## config.mk

```make
export PLATFORM = sky130hd
export DESIGN_NAME = palindrome_stream_detect
export DESIGN_NICKNAME = d
export VERILOG_FILES = /design/src/rtl/palindrome_pkg.sv /design/src/rtl/palindrome_buf.sv /design/src/rtl/palindrome_stream_detect.sv
export SDC_FILE = /design/constraint.sdc
export NUM_CORES = 1
export LEC_CHECK = 0
export CORE_ASPECT_RATIO = 0.6
export CORE_MARGIN = 2
export CORE_UTILIZATION = 62
export DETAILED_ROUTE_END_ITERATION = 12
export GPL_TIMING_DRIVEN = 0
export PLACE_DENSITY = 0.8
export SLEW_MARGIN = 10
export SYNTH_ARGS = -nofsm -noshare
export SYNTH_HDL_FRONTEND = slang
export SYNTH_HIERARCHICAL = 1
export SYNTH_SLANG_ARGS = --single-unit
```

## constraint.sdc

```tcl
create_clock -name clk -period 3.86 [get_ports clk]
set_input_delay 0.772 -clock clk [delete_from_list [all_inputs] [get_ports clk]]
set_output_delay 0.772 -clock clk [all_outputs]
set_load 0.05 [all_outputs]
```

## src/rtl/palindrome_pkg.sv

```systemverilog
// Shared types for the streaming palindrome detector.
// Holds the control FSM state encoding.
package palindrome_pkg;

  typedef enum logic [1:0] {
    FILL   = 2'd0,
    CHECK  = 2'd1,
    REPORT = 2'd2
  } state_t;

endpackage

```

## src/rtl/palindrome_buf.sv

```systemverilog
// Symbol store: one write port, two async read ports.
// Contents are don't-care until written, so no reset.
module palindrome_buf
  import palindrome_pkg::*;
#(
  parameter int SYM_WIDTH = 8,
  parameter int MAX_LEN   = 16,
  parameter int AW        = $clog2(MAX_LEN)
) (
  input  logic                 clk,
  input  logic                 i_we,
  input  logic [AW-1:0]        i_waddr,
  input  logic [SYM_WIDTH-1:0] i_wdata,
  input  logic [AW-1:0]        i_lo,
  input  logic [AW-1:0]        i_hi,
  output logic [SYM_WIDTH-1:0] o_lo,
  output logic [SYM_WIDTH-1:0] o_hi
);

  logic [SYM_WIDTH-1:0] r_mem [MAX_LEN];

  // Store an accepted symbol at the fill index
  always_ff @(posedge clk) begin
    if (i_we) r_mem[i_waddr] <= i_wdata;
  end

  assign o_lo = r_mem[i_lo];
  assign o_hi = r_mem[i_hi];

endmodule

```

## src/rtl/palindrome_stream_detect.sv

```systemverilog
// Streaming palindrome detector: fill, check pairwise, report.
// One sequence in flight; results held until consumed.
module palindrome_stream_detect
  import palindrome_pkg::*;
#(
  parameter int SYM_WIDTH = 8,
  parameter int MAX_LEN   = 16,
  parameter int LEN_W     = $clog2(MAX_LEN + 1)
) (
  input  logic                 clk,
  input  logic                 reset,
  input  logic [SYM_WIDTH-1:0] din,
  input  logic                 din_valid,
  input  logic                 din_last,
  output logic                 din_ready,
  output logic                 dout,
  output logic [LEN_W-1:0]     dout_len,
  output logic                 dout_overflow,
  output logic                 dout_valid,
  input  logic                 dout_ready
);

  localparam int AW = $clog2(MAX_LEN);
  localparam logic [LEN_W-1:0] LMAX = LEN_W'(MAX_LEN);

  state_t             r_state, n_state;
  logic [LEN_W-1:0]   r_count, n_count;
  logic [AW-1:0]      r_lo, n_lo;
  logic [AW-1:0]      r_hi, n_hi;
  logic               r_ovf, n_ovf;
  logic               r_dout, n_dout;

  logic               w_accept;
  logic               w_store;
  logic [SYM_WIDTH-1:0] w_sym_lo;
  logic [SYM_WIDTH-1:0] w_sym_hi;

  assign din_ready     = (r_state == FILL);
  assign dout_valid    = (r_state == REPORT);
  assign dout          = r_dout;
  assign dout_len      = r_count;
  assign dout_overflow = r_ovf;

  assign w_accept = din_valid && din_ready;
  assign w_store  = w_accept && (r_count < LMAX);

  palindrome_buf #(
    .SYM_WIDTH (SYM_WIDTH),
    .MAX_LEN   (MAX_LEN),
    .AW        (AW)
  ) u_buf (
    .clk     (clk),
    .i_we    (w_store),
    .i_waddr (r_count[AW-1:0]),
    .i_wdata (din),
    .i_lo    (r_lo),
    .i_hi    (r_hi),
    .o_lo    (w_sym_lo),
    .o_hi    (w_sym_hi)
  );

  // State, counters and result registers
  always_ff @(posedge clk or posedge reset) begin
    if (reset) begin
      r_state <= FILL;
      r_count <= '0;
      r_lo    <= '0;
      r_hi    <= '0;
      r_ovf   <= 1'b0;
      r_dout  <= 1'b0;
    end else begin
      r_state <= n_state;
      r_count <= n_count;
      r_lo    <= n_lo;
      r_hi    <= n_hi;
      r_ovf   <= n_ovf;
      r_dout  <= n_dout;
    end
  end

  // Next-state and datapath updates
  always_comb begin
    n_state = r_state;
    n_count = r_count;
    n_lo    = r_lo;
    n_hi    = r_hi;
    n_ovf   = r_ovf;
    n_dout  = r_dout;
    unique case (r_state)
      FILL: begin
        if (w_accept) begin
          if (w_store) n_count = r_count + LEN_W'(1);
          else         n_ovf   = 1'b1;
          if (din_last) begin
            if (r_ovf || !w_store) begin
              n_state = REPORT;
              n_dout  = 1'b0;
            end else begin
              n_state = CHECK;
              n_lo    = '0;
              n_hi    = r_count[AW-1:0];
            end
          end
        end
      end
      CHECK: begin
        if (r_lo >= r_hi) begin
          n_state = REPORT;
          n_dout  = 1'b1;
        end else if (w_sym_lo != w_sym_hi) begin
          n_state = REPORT;
          n_dout  = 1'b0;
        end else begin
          n_lo = r_lo + AW'(1);
          n_hi = r_hi - AW'(1);
        end
      end
      REPORT: begin
        if (dout_ready) begin
          n_state = FILL;
          n_count = '0;
          n_lo    = '0;
          n_hi    = '0;
          n_ovf   = 1'b0;
        end
      end
      default: n_state = FILL;
    endcase
  end

endmodule

```

==> out/metrics.json, run 1 <==
{
  "post_dp_cell_area_sq_mm": 0.00770,
  "nMultiInputCombCells": 247,
  "inverters_excl_clock": 13,
  "seq_area_frac_synth_pct": 58.8,
  "critPathLaunch": "r_lo[0]",
  "kind_of_critical_path": "reg -> reg",
  "worst-endpoint-required_ps": 4160,
  "met2_usage_pct": 43.9,
  "yosys-mux-area-fraction_pct": 22.1,
  "ys_seq_elements": 145,
  "insertedDiodeCount": 0,
  "power_per_cell_area_mw_per_mm2": 604,
  "flop_area_sq_mm": 0.00427,
  "grt_pass1_wl_microns": 26100,
  "comb_cell_power_mw": 1.50,
  "ctsResizeCount": 0,
  "final_layout_size_suffix_gt1_share_pct": 20.3,
  "area_share_clock_buf_inv_pct": 6.74,
  "critPathTopFamily": "multiplexers",
  "p_sw_share_pct": 32.9,
  "globalRouteMet3Util_pct": 8.69,
  "synth_nets": 452,
  "final_common_cell": "sky130_fd_sc_hd__edfxtp_1",
  "pg_clk_mw": 1.54,
  "use_met1_pct": 46.6,
  "final_net_count": 494,
  "die_width_microns": 144,
  "max_clock_freq_mhz": 278,
  "ff_type": "sky130_fd_sc_hd__edfxtp_1",
  "critPathMaxStageDelay_ps": 670,
  "design.core.area_sq_mm": 0.0114,
  "synth.most_common_cell": "sky130_fd_sc_hd__edfxtp_1",
  "via_per_inst": 6.94,
  "worst_path_slowest_cell": "sky130_fd_sc_hd__mux4_1",
  "top_cell_types_by_occurrence_after_synthesis": "sky130_fd_sc_hd__edfxtp_1, sky130_fd_sc_hd__mux4_2, sky130_fd_sc_hd__a22oi_1, sky130_fd_sc_hd__mux4_1, sky130_fd_sc_hd__nand2_1",
  "share_of_cell_area_taken_by_multi_input_logic_gates_pct": 33.7,
  "worst_setup_path_end_kind": "register",
  "yosysChipArea_sq_mm": 0.00726,
  "edf_count": 128,
  "run_status": "finished clean",
  "r2r_start": "r_lo[0]",
  "post_cts_setup_buffers": 0,
  "synth-adder-area-share_pct": 1.89,
  "timing.critical_path.cells": "buf_6 > buf_6 > mux4_1 > a22oi_1 > nand2_1 > xnor2_1 > nand4_1 > a211o_1 > a21oi_2 > mux2_2",
  "seqPwrFrac_pct": 39.2,
  "grt_max_degree": 18,
  "chipArea_sq_mm": 0.0126,
  "tritoncts_num_sinks": 145,
  "post_synth_and_or_nand_nor_area_fraction_pct": 5.82,
  "n_clock_buffer": 19,
  "grt_setup_unrepaired": "no",
  "finalMaxSlewViolations": 0,
  "worstMarginPinSlew_ps": 1240,
  "openroad.warnings": 29,
  "max_capacitance_violation_count": 0,
  "worst_clock_skew_ps": 7.86,
  "startpoint_type": "register",
  "netlist_logic_family_top": "multiplexers",
  "post_layout_nonfiller_instances": 643,
  "ys_sh_aoi_pct": 7.01,
  "chipHeight_microns": 87.8,
  "highest_layer": "met4",
  "routed-wl-met3_microns": 2140,
  "number_of_global_route_vias_before_repair": 4291,
  "tritoncts_clock_tree": "done",
  "multiInputGateArea_sq_mm": 0.00278,
  "tap-cell-count": 160,
  "hp-class": "reg -> reg",
  "final_antenna_net_count": 0,
  "num-fill-cells": 695,
  "layout.area.top_class": "registers",
  "synth.largest_area_cell": "sky130_fd_sc_hd__edfxtp_1",
  "synth.cell_area_sq_mm": 0.00726,
  "initialDrtViolationCount": 615,
  "p_int_mw": 3.35,
  "seq_area_share_pct": 51.6,
  "yosysWarnings": 6,
  "synthCells": 428,
  "nonClkBufAreaFrac_pct": 4.95,
  "clock_root_buffer_master": "sky130_fd_sc_hd__clkbuf_16",
  "vdd.ir_drop.worst_mv": 0.380,
  "finalWorstPathRequiredPeriod_ps": 3600,
  "power.net_switching_mw": 1.64,
  "critical_path.max_fanout": 10,
  "clock_share_of_power_pct": 30.8,
  "dpl.cell_count": 611,
  "netlist-cell-type-count": 51,
  "avgSynthCellArea_sq_um": 17.0,
  "core.rowCount": 30,
  "cts_buffers": 17,
  "routed_length_on_met2_microns": 7700,
  "mostFrequentLayoutCells": "sky130_fd_sc_hd__edfxtp_1, sky130_fd_sc_hd__mux4_2, sky130_fd_sc_hd__a22oi_1",
  "finalHoldViolations": 0,
  "path_common_cell": "sky130_fd_sc_hd__buf_6",
  "async_reset_ff_share_pct": 11.7,
  "cts_hold_buffers": 0,
  "worstPathArrival_ps": 3900
}
run 1: final timing paths:
path | to | slack (ps) | cells past startpoint
max | r_hi[2] | 260 | 10
min | dout | 540 | 2
max reg2reg | r_hi[2] | 260 | 10
min reg2reg | dout | 540 | 2
max in group asynchronous | dout_len[0] | 2680 | 2
min in group asynchronous | r_lo[0] | 750 | 2
run 1: registers in the layout, summed over array words and instances, names as in the netlist:
register and count:
dout 1, dout_len 5, dout_overflow 1, u_buf/r_mem 128, r_lo 4, r_state 2
r_hi 4
run 1: metrics by stage:
step | worst slack [ps] | util, % | total power [mW]
after global placement | 16.2 | 67.5 | 3.38
after global routing | 77.0 | 72.7 | 5.22
after CTS | 185 | 72.6 | 4.97
after detailed placement | 273 | 67.7 | 3.44
after floorplan | 822 | - | 3.01
final | 264 | 72.7 | 4.99
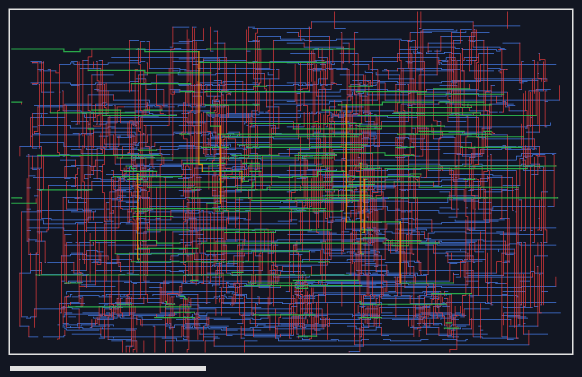
*Wiring by layer, run 1*
The bar under the picture is 50 microns long.
Red is M2, wire length 7700 microns. Green is M3, wire length 2140 microns. Blue is M1, wire length 7470 microns. Orange is M4, wire length 158 microns.
All-Layer GR Usage: 30.3%
DR WL/cell: 27.2 microns
via count: 4460
Post-Route WL: 17500 microns

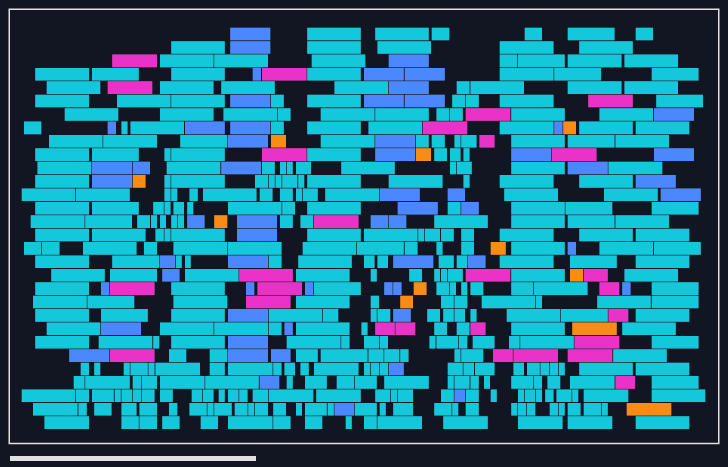
*Cells by drive strength, run 1*
The bar under the picture is 50 microns long.
Blue is x2, cells 60, share 12%. Cyan is x1 and smaller, cells 385, share 80%. Magenta is x6 and larger, cells 27, share 5.6%. Orange is x3 and x4, cells 11, share 2.3%.
area growth from synthesis to final layout: 13.8%
Design Area, Final: 0.00827 sq mm

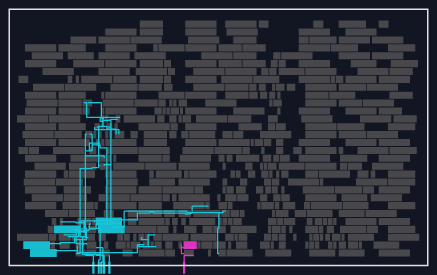
*Wires at chosen ports, followed through buffers, run 1*
Magenta is din_ready, bits 1, direction output, edge bottom, end cells 1, buffers 1, wire 15.1 microns. Cyan is dout_len, bits 5, direction output, edge bottom, end cells 5, buffers 5, wire 534 microns.
number of primary I/O pins: 22
number of buffer cells added on primary ports: 21

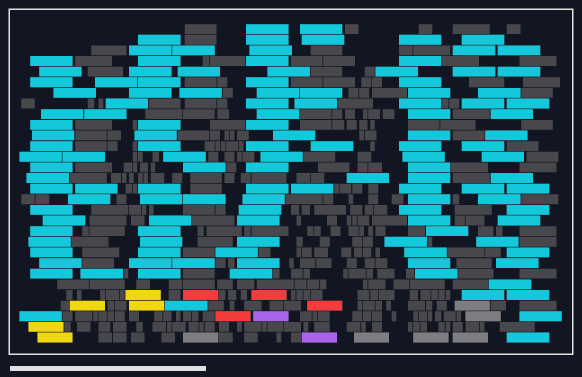
*Sequential cells grouped by signal name, run 1*
The bar under the picture is 50 microns long.
Cyan is u_buf/r_mem, placed flops 128. Red is r_hi, placed flops 4, where bottom center. Purple is r_state, placed flops 2. Yellow is dout_len, placed flops 5, where lower left.
sequential cell power: 1.96 mW
final core area utilization: 72.7%

--- run 2 (diff from run 1) ---
Settings changed: SKIP_CTS_REPAIR_TIMING set to 1.
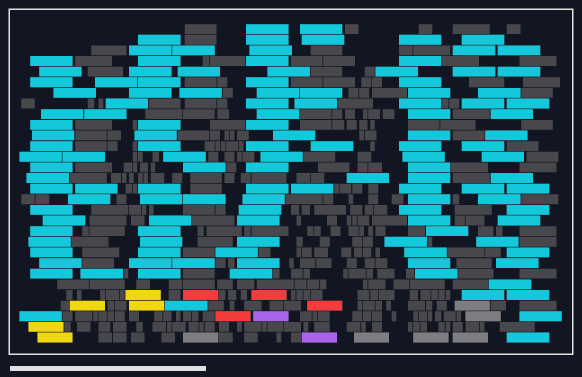
*Sequential cells grouped by signal name, run 2*
The bar under the picture is 50 microns long.
Purple is r_state, placed flops 2. Red is r_hi, placed flops 4, where bottom center. Yellow is dout_len, placed flops 5, where lower left. Cyan is u_buf/r_mem, placed flops 128.
Another 6 sequential cells are not colored.
flop share of the area: 51.6%
area occupied by registers: 0.00427 sq mm

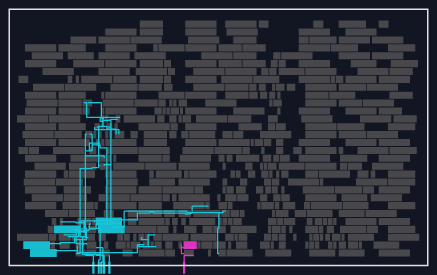
*Wires at chosen ports, followed through buffers, run 2*
Magenta is din_ready, bits 1, direction output, edge bottom, end cells 1, buffers 1, wire 15.1 microns. Cyan is dout_len, bits 5, direction output, edge bottom, end cells 5, buffers 5, wire 534 microns.

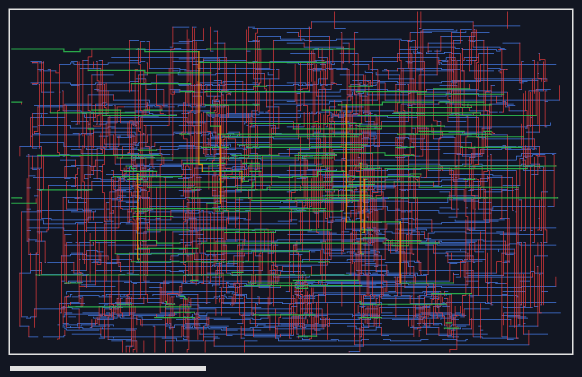
*Wiring by layer, run 2*
The bar under the picture is 50 microns long.
Green is M3, wire length 2140 microns. Red is M2, wire length 7700 microns. Orange is M4, wire length 158 microns. Blue is M1, wire length 7470 microns.

==> out/metrics.json, run 2 <==
{
  "design.seq.count": 145,
  "worst_path_slowest_cell": "sky130_fd_sc_hd__mux4_1",
  "clock_insertion_delay_worst_skew_ps": 420,
  "multiInputGateArea": {"value": 0.00278, "unit": "sq mm", "change": "unchanged"},
  "worst_slew_margin_relative_to_its_limit_pct": 16.5,
  "chipArea": {"value": 0.0126, "unit": "sq mm", "change": "unchanged"},
  "core.rowCount": {"value": 30, "change": "unchanged"},
  "startpoint_type": "register",
  "max_capacitance_violation_count": {"value": 0, "change": "unchanged"},
  "synthCells": {"value": 428, "change": "unchanged"},
  "synth.most_common_cell": "sky130_fd_sc_hd__edfxtp_1",
  "vdd.ir_drop.worst": {"value": 0.380, "unit": "mV", "change": "unchanged"},
  "rrSetupSlack": {"value": 260, "unit": "ps", "change": "about the same"},
  "finalMaxSlewViolations": {"value": 0, "change": "unchanged"},
  "ff_type": "sky130_fd_sc_hd__edfxtp_1",
  "post_dp_cell_area": {"value": 0.00770, "unit": "sq mm", "change": "unchanged"},
  "path_common_cell": "sky130_fd_sc_hd__buf_6",
  "p_int": {"value": 3.35, "unit": "mW", "change": "unchanged"},
  "worst_clock_skew": {"value": 7.86, "unit": "ps", "change": "unchanged"},
  "pwr.group.sequential": {"value": 1.96, "unit": "mW", "change": "about the same"},
  "placement.setup.worst_slack": {"value": 273, "unit": "ps", "change": "unchanged"},
  "critPathMaxStageDelay": {"value": 670, "unit": "ps", "change": "about the same"},
  "drc": 0,
  "nMultiInputCombCells": {"value": 247, "change": "unchanged"},
  "area_share_clock_buf_inv": {"value": 6.74, "unit": "%", "change": "unchanged"},
  "ys_seq_elements": {"value": 145, "change": "unchanged"},
  "grt_pass1_wl": {"value": 26100, "unit": "microns", "change": "unchanged"},
  "endpoint": "r_hi[2]",
  "num_vias": {"value": 4460, "change": "unchanged"},
  "tritoncts_clock_tree": "done",
  "critPathLaunch": "r_lo[0]",
  "grt_remaining_overflow": 0,
  "via_per_inst": {"value": 6.94, "change": "unchanged"},
  "area_delta_synth_final": {"value": 13.8, "unit": "%", "change": "unchanged"},
  "netlist_top_cells_area": "sky130_fd_sc_hd__edfxtp_1, sky130_fd_sc_hd__mux4_2, sky130_fd_sc_hd__mux4_1",
  "pin_count": {"value": 22, "change": "unchanged"},
  "post_drt_wl_per_cell": {"value": 27.2, "unit": "microns", "change": "unchanged"},
  "routabilityCongestion": 0.875,
  "finalCoreUtilization": {"value": 72.7, "unit": "%", "change": "unchanged"},
  "final_antenna_net_count": {"value": 0, "change": "unchanged"},
  "antenna_found_initial": 0,
  "die_width": {"value": 144, "unit": "microns", "change": "unchanged"},
  "clock_path_buffers": 2,
  "timing.critical_path.cells": "buf_6 > buf_6 > mux4_1 > a22oi_1 > nand2_1 > xnor2_1 > nand4_1 > a211o_1 > a21oi_2 > mux2_2",
  "final_common_cell": "sky130_fd_sc_hd__edfxtp_1",
  "tap-cell-count": {"value": 160, "change": "unchanged"},
  "r2r_start": "r_lo[0]",
  "min_delay_path_depth": {"value": 2, "change": "unchanged"},
  "wirelength": {"value": 17500, "unit": "microns", "change": "unchanged"},
  "power.leakage_nw": 2.74,
  "cts_buffers": {"value": 17, "change": "unchanged"},
  "edf_count": {"value": 128, "change": "unchanged"},
  "worstRegToRegCells": {"value": 10, "change": "unchanged"},
  "synth.largest_area_cell": "sky130_fd_sc_hd__edfxtp_1",
  "pg_clk": {"value": 1.54, "unit": "mW", "change": "about the same"},
  "num-fill-cells": {"value": 695, "change": "unchanged"},
  "setup_viol_count_final": 0,
  "worst_setup_path_end_kind": "register",
  "largest_register_ff_count": {"value": 128, "change": "unchanged"},
  "p_sw_share": {"value": 32.9, "unit": "%", "change": "unchanged"},
  "openroad.warnings": {"value": 29, "change": "unchanged"},
  "layout.area.top_class": "registers",
  "initialDrtViolationCount": {"value": 615, "change": "unchanged"},
  "design.core.area": {"value": 0.0114, "unit": "sq mm", "change": "unchanged"},
  "kind_of_critical_path": "reg -> reg",
  "timing.critical_path.buf_inv": 2,
  "power_per_cell_area": {"value": 604, "unit": "mW/mm^2", "change": "unchanged"},
  "grt.total_usage": {"value": 30.3, "unit": "%", "change": "unchanged"},
  "worstMarginPinSlew": {"value": 1240, "unit": "ps", "change": "unchanged"},
  "n_clock_buffer": {"value": 19, "change": "unchanged"},
  "post_layout_nonfiller_instances": {"value": 643, "change": "unchanged"},
  "setup_total_negative_slack_ps": 0,
  "port-buffer-count": {"value": 21, "change": "unchanged"},
  "top_cell_area_share_pct": 52.9,
  "seq_area_frac_synth": {"value": 58.8, "unit": "%", "change": "unchanged"},
  "number_of_global_route_vias_before_repair": {"value": 4291, "change": "unchanged"},
  "synth.cell_area": {"value": 0.00726, "unit": "sq mm", "change": "unchanged"},
  "chipHeight": {"value": 87.8, "unit": "microns", "change": "unchanged"},
  "clock_root_buffer_master": "sky130_fd_sc_hd__clkbuf_16",
  "async_reset_ff_share": {"value": 11.7, "unit": "%", "change": "unchanged"},
  "p_comb_share_pct": 30.0,
  "path_depth": {"value": 10, "change": "unchanged"},
  "nonClkBufAreaFrac": {"value": 4.95, "unit": "%", "change": "unchanged"},
  "top_cell_types_by_occurrence_after_synthesis": "sky130_fd_sc_hd__edfxtp_1, sky130_fd_sc_hd__mux4_2, sky130_fd_sc_hd__a22oi_1, sky130_fd_sc_hd__mux4_1, sky130_fd_sc_hd__nand2_1",
  "critPathTopFamily": "multiplexers",
  "yosysWarnings": {"value": 6, "change": "unchanged"},
  "synth_nets": {"value": 452, "change": "unchanged"},
  "worstPathArrival": {"value": 3900, "unit": "ps", "change": "about the same"},
  "critical_path.max_fanout": {"value": 10, "change": "unchanged"},
  "power.total": {"value": 4.99, "unit": "mW", "change": "unchanged"},
  "insertedDiodeCount": {"value": 0, "change": "unchanged"},
  "power.net_switching": {"value": 1.64, "unit": "mW", "change": "unchanged"},
  "grt_max_degree": {"value": 18, "change": "unchanged"},
  "tritoncts_num_sinks": {"value": 145, "change": "unchanged"},
  "min_to": "dout",
  "run_status": "finished clean",
  "avgSynthCellArea": {"value": 17.0, "unit": "sq um", "change": "unchanged"},
  "r2r-end": "r_hi[2]",
  "hp-class": "reg -> reg",
  "max_clock_freq": {"value": 278, "unit": "MHz", "change": "unchanged"},
  "comb_cell_power": {"value": 1.50, "unit": "mW", "change": "about the same"},
  "worst-endpoint-required": {"value": 4160, "unit": "ps", "change": "about the same"},
  "finalHoldViolations": {"value": 0, "change": "unchanged"},
  "clock_share_of_power": {"value": 30.8, "unit": "%", "change": "about the same"},
  "yosysChipArea": {"value": 0.00726, "unit": "sq mm", "change": "unchanged"},
  "inverters_excl_clock": {"value": 13, "change": "unchanged"},
  "grt_setup_unrepaired": "no",
  "mostFrequentLayoutCells": "sky130_fd_sc_hd__edfxtp_1, sky130_fd_sc_hd__mux4_2, sky130_fd_sc_hd__a22oi_1",
  "ys_cells": 428,
  "final_net_count": {"value": 494, "change": "unchanged"},
  "stdcell_area": {"value": 0.00827, "unit": "sq mm", "change": "unchanged"},
  "dpl.cell_count": {"value": 611, "change": "unchanged"},
  "finalWorstPathRequiredPeriod": {"value": 3600, "unit": "ps", "change": "unchanged"},
  "share_of_cell_area_taken_by_multi_input_logic_gates": {"value": 33.7, "unit": "%", "change": "unchanged"},
  "seqPwrFrac": {"value": 39.2, "unit": "%", "change": "about the same"},
  "netlist-cell-type-count": {"value": 51, "change": "unchanged"},
  "largestPowerGroup": "sequential cells",
  "fin_ws": {"value": 264, "unit": "ps", "change": "unchanged"},
  "htree_num_levels": 4,
  "final_layout_size_suffix_gt1_share": {"value": 20.3, "unit": "%", "change": "unchanged"},
  "top_register": "u_buf/r_mem"
}
==> run 2: cell counts after synthesis <==
No cell type changed its count.
==> run 2: kinds of logic (layout without fill, tap and decap cells) <==
family	after synthesis	in the layout	share of synthesized area, %
mux	69	69	22.1
buf+inv	36	91	3.19
xor+xnor	10	10	1.21
compound gates	70	70	7.01
fa+ha+maj	11	11	1.89
simple gates	87	87	5.82
flops	145	145	58.8
==> run 2: routing by layer <==
layer	routed length, microns	GRT usage [%]
met1	7470	46.6
met2	7700	43.9
met3	2140	8.69
met4	158	6.86
met5	0	0
--- run 3 (diff from run 2) ---
Settings changed: CAP_MARGIN set to 40.
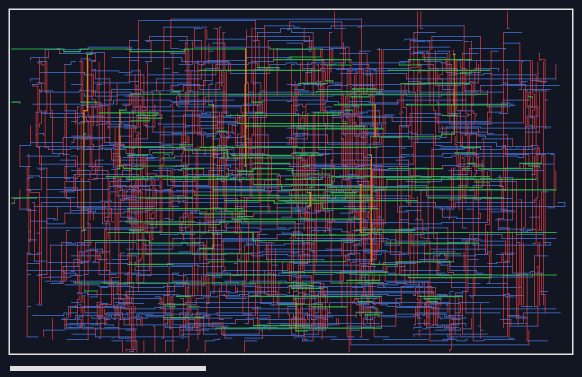
*Wiring by layer, run 3*
The bar under the picture is 50 microns long.
Green is M3, wire length 2210 microns. Red is M2, wire length 7730 microns. Blue is M1, wire length 7530 microns. Orange is M4, wire length 208 microns.
All-Layer GR Usage: 30.5%
Post-Route WL: 17700 microns
DR WL/cell: 27.2 microns
via count: 4537

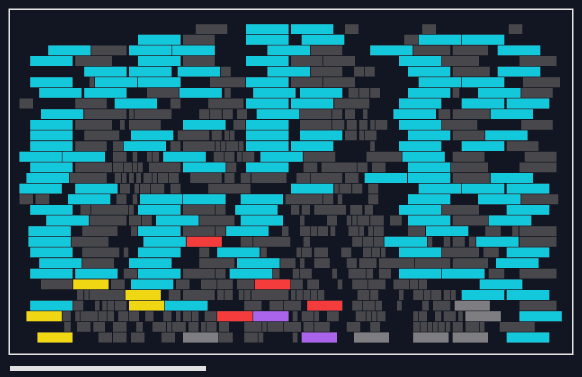
*Sequential cells grouped by signal name, run 3*
The bar under the picture is 50 microns long.
Red is r_hi, placed flops 4, where bottom center. Yellow is dout_len, placed flops 5, where lower left. Cyan is u_buf/r_mem, placed flops 128, where spread over the die. Purple is r_state, placed flops 2.
Another 6 sequential cells are not colored.
final core area utilization: 73.3%
flop share of the area: 51.2%

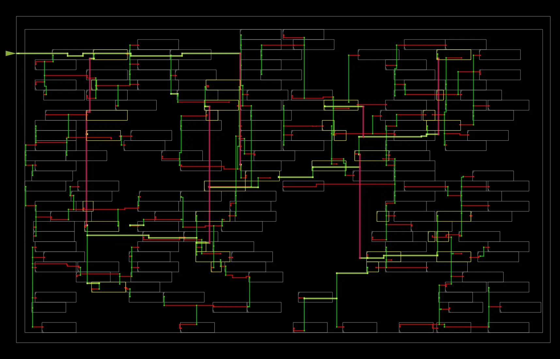
*Clock routing, run 3*
setup clock skew after layout: 5.87 ps
Clock Sinks: 145
Flop Count: 145
worst skew pair latency: 420 ps

==> out/metrics.json, run 3 <==
{
  "final_net_count": {"value": 502, "change": "+1.6%"},
  "ff_type": "sky130_fd_sc_hd__edfxtp_1",
  "grt_setup_unrepaired": "no",
  "antenna_found_initial": {"value": 0, "change": "unchanged"},
  "post_synth_and_or_nand_nor_area_fraction": {"value": 5.82, "unit": "%", "change": "unchanged"},
  "globalRouteMet3Util": {"value": 9.29, "unit": "%", "change": "+0.60 points"},
  "worst_setup_path_end_kind": "register",
  "edf_count": {"value": 128, "change": "unchanged"},
  "timing.critical_path.cells": "buf_1 > mux4_2 > a22oi_1 > nand2_1 > xnor2_1 > nand4_1 > a211o_1 > a21oi_1 > mux2_2",
  "met2_usage": {"value": 43.1, "unit": "%", "change": "-0.78 points"},
  "final_antenna_net_count": {"value": 0, "change": "unchanged"},
  "drc": {"value": 0, "change": "unchanged"},
  "pwr.group.sequential": {"value": 1.96, "unit": "mW", "change": "about the same"},
  "clock_path_buffers": {"value": 2, "change": "unchanged"},
  "power.net_switching": {"value": 1.67, "unit": "mW", "change": "+1.7%"},
  "initialDrtViolationCount": {"value": 477, "change": "-22%"},
  "yosys.area_share.xor_xnor": {"value": 1.21, "unit": "%", "change": "unchanged"},
  "cts_buffers": {"value": 17, "change": "unchanged"},
  "p_sw_share": {"value": 32.9, "unit": "%", "change": "about the same"},
  "avgSynthCellArea": {"value": 17.0, "unit": "sq um", "change": "unchanged"},
  "grt_pass1_wl": {"value": 26300, "unit": "microns", "change": "+0.82%"},
  "routed-wl-met3": {"value": 2210, "unit": "microns", "change": "+3.4%"},
  "drt-met1-wl": {"value": 7530, "unit": "microns", "change": "+0.86%"},
  "ys_sh_aoi": {"value": 7.01, "unit": "%", "change": "unchanged"},
  "clock_share_of_power": {"value": 31.9, "unit": "%", "change": "+1.1 points"},
  "power_per_cell_area": {"value": 609, "unit": "mW/mm^2", "change": "+0.86%"},
  "yosysWarnings": {"value": 6, "change": "unchanged"},
  "largest_register_ff_count": {"value": 128, "change": "unchanged"},
  "top_cell_types_by_occurrence_after_synthesis": "sky130_fd_sc_hd__edfxtp_1, sky130_fd_sc_hd__mux4_2, sky130_fd_sc_hd__a22oi_1, sky130_fd_sc_hd__mux4_1, sky130_fd_sc_hd__nand2_1",
  "finalMaxSlewViolations": {"value": 0, "change": "unchanged"},
  "seqPwrFrac": {"value": 38.5, "unit": "%", "change": "-0.7 points"},
  "chipHeight": {"value": 87.8, "unit": "microns", "change": "unchanged"},
  "tritoncts_clock_tree": "done",
  "final_layout_size_suffix_gt1_share": {"value": 21.0, "unit": "%", "change": "+0.69 points"},
  "top_cell_area_share": {"value": 52.9, "unit": "%", "change": "unchanged"},
  "synth-adder-area-share": {"value": 1.89, "unit": "%", "change": "unchanged"},
  "netlist_top_cells_area": "sky130_fd_sc_hd__edfxtp_1, sky130_fd_sc_hd__mux4_2, sky130_fd_sc_hd__mux4_1",
  "ys_cells": {"value": 428, "change": "unchanged"},
  "pg_clk": {"value": 1.62, "unit": "mW", "change": "+5%"},
  "fin_ws": {"value": 159, "unit": "ps", "change": "-105 ps"},
  "mostFrequentLayoutCells": "sky130_fd_sc_hd__edfxtp_1, sky130_fd_sc_hd__mux4_2, sky130_fd_sc_hd__a22oi_1",
  "die_width": {"value": 144, "unit": "microns", "change": "unchanged"},
  "critPathTopFamily": "AND-OR/OR-AND gates",
  "worst_slew_margin_relative_to_its_limit": {"value": 33.3, "unit": "%", "change": "+17 points"},
  "post_dp_cell_area": {"value": 0.00776, "unit": "sq mm", "change": "+0.75%"},
  "startpoint_type": "register",
  "power.leakage": {"value": 2.78, "unit": "nW", "change": "+1.6%"},
  "routed_length_on_met2": {"value": 7730, "unit": "microns", "change": "+0.31%"},
  "highest_layer": "met4",
  "yosys-mux-area-fraction": {"value": 22.1, "unit": "%", "change": "unchanged"},
  "synth.cell_area": {"value": 0.00726, "unit": "sq mm", "change": "unchanged"},
  "kind_of_critical_path": "reg -> reg",
  "synth.largest_area_cell": "sky130_fd_sc_hd__edfxtp_1",
  "htree_num_levels": {"value": 4, "change": "unchanged"},
  "routabilityCongestion": {"value": 0.875, "change": "unchanged"},
  "largestPowerGroup": "sequential cells",
  "timing.critical_path.buf_inv": {"value": 1, "change": "-1"},
  "comb_cell_power": {"value": 1.50, "unit": "mW", "change": "about the same"},
  "vdd.ir_drop.worst": {"value": 0.396, "unit": "mV", "change": "+4.0%"},
  "placement.setup.worst_slack": {"value": 292, "unit": "ps", "change": "+19.3 ps"},
  "stdcell_area": {"value": 0.00834, "unit": "sq mm", "change": "+0.89%"},
  "design.core.area": {"value": 0.0114, "unit": "sq mm", "change": "unchanged"},
  "max_clock_freq": {"value": 270, "unit": "MHz", "change": "-2.8%"},
  "synth_nets": {"value": 452, "change": "unchanged"},
  "yosysChipArea": {"value": 0.00726, "unit": "sq mm", "change": "unchanged"},
  "post_layout_nonfiller_instances": {"value": 651, "change": "+1.2%"},
  "final_common_cell": "sky130_fd_sc_hd__edfxtp_1",
  "grt_max_degree": {"value": 18, "change": "unchanged"},
  "run_status": "finished clean",
  "synthCells": {"value": 428, "change": "unchanged"},
  "via_per_inst": {"value": 6.97, "change": "+0.48%"},
  "number_of_global_route_vias_before_repair": {"value": 4319, "change": "+0.65%"},
  "async_reset_ff_share": {"value": 11.7, "unit": "%", "change": "unchanged"},
  "area_delta_synth_final_pct": 14.8,
  "ys_seq_elements": {"value": 145, "change": "unchanged"},
  "top_register": "u_buf/r_mem",
  "dpl.cell_count": {"value": 619, "change": "+1.3%"}
}
==> run 3: final timing paths <==
path                               from           to  slack, ps  depth (start not counted)
worst max-delay path            r_lo[1]      r_hi[2]        160                          9
worst min-delay path               dout         dout        530                          2
worst max register to register  r_lo[1]      r_hi[2]        160                          9
worst min register to register     dout         dout        530                          2
max in group asynchronous         reset  dout_len[0]       2650                          2
min in group asynchronous         reset      r_lo[1]        760                          2
==> run 3: cell type report <==
cell class / instances / area [sq um]
flip-flops and latches: 145 / 4270
fillers: 680 / 3030
multi-input cells: 247 / 2770
clock buffers: 18 / 429
repair buffers: 31 / 283
well taps: 160 / 200
plain buffers: 23 / 183
clock inverters: 14 / 154
inverters: 13 / 48.8
Power figures rest on the tool's default switching activity, not on a simulated workload.
